run_1/clock_map.png
Drawn at 4 px/um.
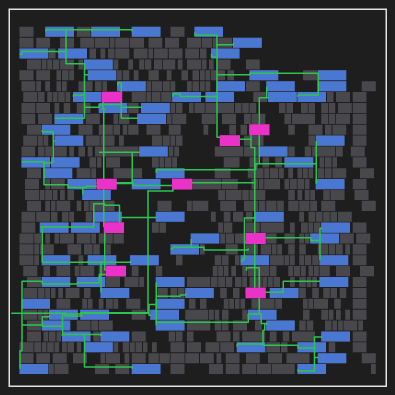
run_1/wire_density.png
Drawn at 4 px/um. 19 x 19 tiles, from white (low) to dark blue (high), scaled to the fullest tile. Values are wire area over tile area, all layers added.
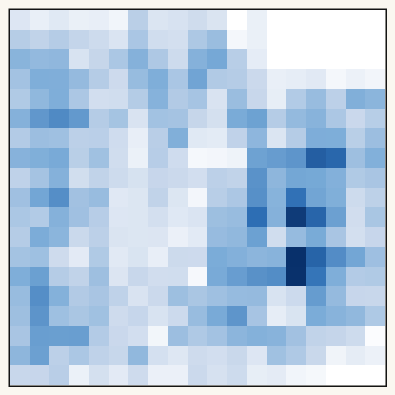
run_1/final_congestion.png
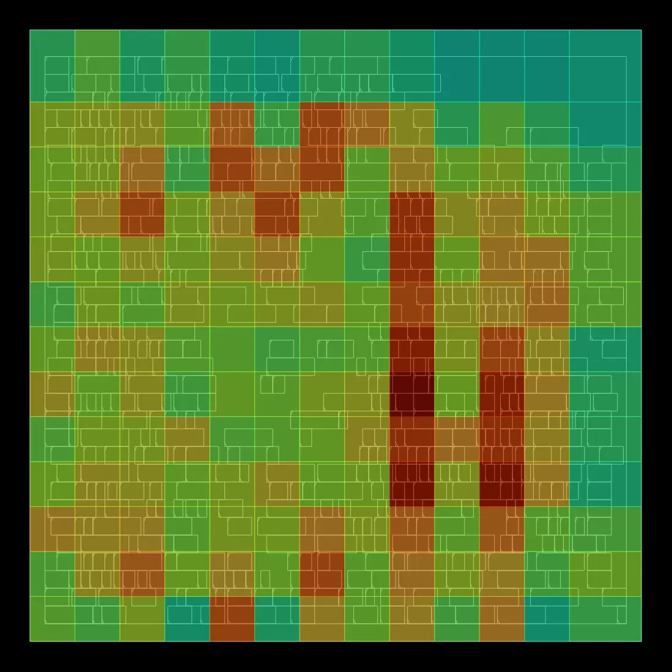
run_1/port_nets.png
Drawn at 4 px/um.
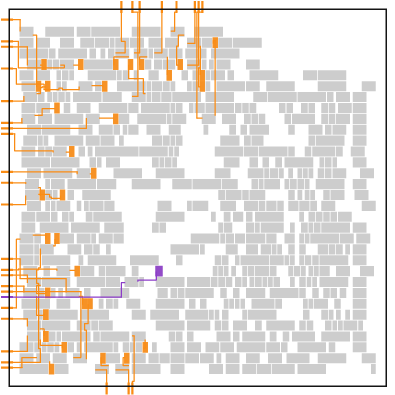
==> config.mk <==
export PLATFORM = sky130hd
export DESIGN_NAME = load_store_unit
export DESIGN_NICKNAME = d
export VERILOG_FILES = /design/src/rtl/load_store_unit.sv
export SDC_FILE = /design/constraint.sdc
export NUM_CORES = 1
export LEC_CHECK = 0
export ABC_AREA = 1
export CORE_MARGIN = 2
export CORE_UTILIZATION = 44
export DETAILED_ROUTE_END_ITERATION = 16
export PLACE_DENSITY = 0.85
export SLEW_MARGIN = 20
export SYNTH_ARGS = -nofsm -noshare
export SYNTH_HDL_FRONTEND = slang
export SYNTH_SLANG_ARGS = --single-unit
==> constraint.sdc <==
create_clock -name clock_in -period 2 [get_ports clock_in]
set_input_delay 0.4 -clock clock_in [delete_from_list [all_inputs] [get_ports clock_in]]
set_output_delay 0.4 -clock clock_in [all_outputs]
set_load 0.03 [all_outputs]
==> Slide: Implementation Results <==
Implementation Results

Run status
  • Status: finished clean

Logic synthesis
  • Share of flip-flops with an asynchronous set or reset after synthesis: 0%
  • Number of synthesized flops with an enable pin: 0
  • Cell count listed in synth_stat.txt: 461
  • Floorplan Nets: ~540
  • Number of flip-flops and latches in the synthesized netlist: 79
  • YS warnings: 0
  • Post-synthesis area per instance: 7.71 um^2
  • Synthesized chip area reported by yosys: 3550 um^2
  • Total standard cell area after synthesis: 3550 um^2

Floorplanning
  • Core footprint: 7770 um^2
  • X dimension of the die: 93.9 um
  • Total die area: between 8000 and 9000 um^2
  • Number of placement rows: 32
  • Initial standard-cell utilization of the core: 45.7%

Timing
  • Max-slew headroom: 58.6%
  • Final setup fails: 0
  • Tightest hold margin: between 0.4 and 0.5 ns
  • Fmax achieved: 516 MHz
  • Setup repair after global routing missed its margin: no
  • Total Negative Setup Slacks: 0 ns
  • Final critical-path share of the clock period: between 90% and 100%
  • Count of final hold-check violations: 0

Worst setup path
  • Reg-to-reg setup timing slack: 0.38 ns
  • Kind of critical path: flop to primary output
  • Endpoint required time on the critical path: between 1.5 and 2 ns
  • Critical path endpoint category: primary output
  • Worst r2r path cells: 4
  • Library cell contributing the largest single delay on the critical path: sky130_fd_sc_hd__clkdlybuf4s50_1
  • Startpoint types: flop
  • Series of cell instances along the critical path: clkdlybuf4s50_1

Clock tree
  • Deepest level of the CTS H-tree: 3
  • PostCTS Resize Cnt: 1
  • TritonCTS clock tree: yes
  • CTS sink count: 79
  • Buffer cell driving the clock tree root: sky130_fd_sc_hd__clkbuf_8
  • Number of setup buffers added after CTS: 0
  • Inserted Clock Buffers: 9
  • Clock-pin transition on the worst setup and hold timing paths: 0.08 ns

GRT
  • Vias in the first global route: 3504
  • Wire length of the first global-routing pass: 16400 um
  • Largest net degree at the start of global routing: ~45

Power
  • Static Leakage: 2.09 nW
  • P per Cell Area: 715 nW/um^2
  • Total design power: 3.88 mW

Run
  • Stage-log warning count: 27
  • Max-capacitance violation count: 0

Routing
  • DR iter-0 viols: about 120
  • Per-cell via count in the routed design: 5.12
  • Antenna viol nets, final: 0
  • Number of search-and-repair iterations in the first detailed-routing pass: 5
  • DRC Markers: 0
  • Count of vias placed by the detailed router: 3669

Placed design
  • Placed wire-length estimate after detailed placement: 7650 um
  • Placed cells: 702
  • RePlAce Congestion: around 0.86

Layout
  • Layout area overhead: 52.7%
  • Post-route insts no fill: roughly 700
  • Number of inserted filler cells in the final layout: 636

Worst hold path
  • Hold-critical path depth: 2
Back to the opening pictures, clock_map.png:
[green] clock wires | length: 954 um
[blue] flip-flops | count: 79
[magenta] cells driving clock nets | count: 9
routed clock nets: 10
power share of the clock group: 29.9%
Fin Clk Skew: 0.0156 ns
Skew-Pair Late Insertion Delay: 0.35 ns

Back to the opening pictures, wire_density.png:
densest ninth of the die: right middle
nearly empty tiles: 6.4%
mean over tiles: 0.20
tiles over half the peak: 12%
detailed-route wire length: 10500 um
Overall Global Routing Usage: 23.3%

Back to the opening pictures, final_congestion.png:
met2 Resource Use GR: 39.7%
utilization after layout: 69.8%
routed length per instance: 14.6 um

Back to the opening pictures, port_nets.png:
[orange] store_data_in | direction: input | edge: 21 left, 8 top, 3 bottom | end cells: 32 | buffers: 32 | wire: 609 um
[purple] unsigned_in | direction: input | edge: left | end cells: 1 | buffers: 1 | wire: 38.8 um
num ports: 166
I/O Buffers: 164

[run 1: metrics by stage]
| stage | setup slack [ns] | util [%] | cell area (um^2) |
|---|---|---|---|
| 5_1_grt | 0.00778 | 69.8 | 5420 |
| 3_5_place_dp | 0.105 | 67.4 | 5240 |
| 4_1_cts | 0.0469 | 69.8 | 5420 |
| 3_3_place_gp | 0.129 | 67.4 | 5240 |
| 2_1_floorplan | 0.0598 | - | 3550 |
| 6_report | 0.0620 | 69.8 | 5420 |
[run 1: layer usage]
layer	share of wire (%)	vias to the layer above	GRT usage, %
met2	47	172	39.7
met5	0	-	0
met1	40	1665	27.5
met3	11	22	7.62
met4	1.9	0	7.85
li1	-	1810	-
[run 1: area by class of cell]
type / count / area share, %
Inverter: 21 / 1.68
Clock inverter: 5 / 1.11
Tap cell: 102 / 2.35
Multi-Input combinational cell: 321 / 30.3
Timing Repair Buffer: 179 / 33.0
Sequential cell: 79 / 29.2
Clock buffer: 10 / 2.35
[run 1: synthesized netlist by cell type, drive strengths merged (2+ instances only)]
master / n / area share [%]
a21oi: 102 / 18
buf: 31 / 5.7
clkbuf: 9 / 0.95
dfxtp: 79 / 45
inv: 21 / 2.6
nand2: 134 / 16
nand3: 5 / 0.70
nor2: 15 / 1.6
nor4: 2 / 0.35
o21a: 6 / 1.3
o21ai: 51 / 7.2
[run 1: kinds of logic (layout without fill, tap and decap cells)]
group | Yosys count | in the layout | synth area share [%]
flops | 79 | 79 | 44.5
compound gates | 161 | 161 | 26.8
simple gates | 159 | 159 | 19.4
buf+inv | 61 | 215 | 9.19
other cells | 1 | 1 | 0.106
[run 1: layout by cell type (no fill, tap or decap), types with 3 or more instances in the layout]
cell	Yosys	final
sky130_fd_sc_hd__a21oi_1	91	91
sky130_fd_sc_hd__buf_12	1	4
sky130_fd_sc_hd__dfxtp_1	79	79
sky130_fd_sc_hd__inv_1	16	16
sky130_fd_sc_hd__o21a_1	6	6
sky130_fd_sc_hd__o21ai_0	50	50
sky130_fd_sc_hd__nand2_2	4	4
sky130_fd_sc_hd__nand2_4	8	8
sky130_fd_sc_hd__nand3_1	5	5
sky130_fd_sc_hd__clkdlybuf4s50_1	0	158
sky130_fd_sc_hd__buf_4	11	16
sky130_fd_sc_hd__inv_2	3	3
sky130_fd_sc_hd__clkbuf_8	0	9
sky130_fd_sc_hd__a21oi_4	11	11
sky130_fd_sc_hd__nor2_1	15	15
sky130_fd_sc_hd__nand2_1	122	122
[run 1: where the power goes]
| part | internal (mW) | switching (mW) | leakage [nW] |
|---|---|---|---|
| logic | 0.437 | 0.549 | 1.36 |
| clock network | 0.573 | 0.587 | 0.0923 |
| registers | 1.67 | 0.0628 | 0.644 |
Power figures rest on the tool's default switching activity, not on a simulated workload.
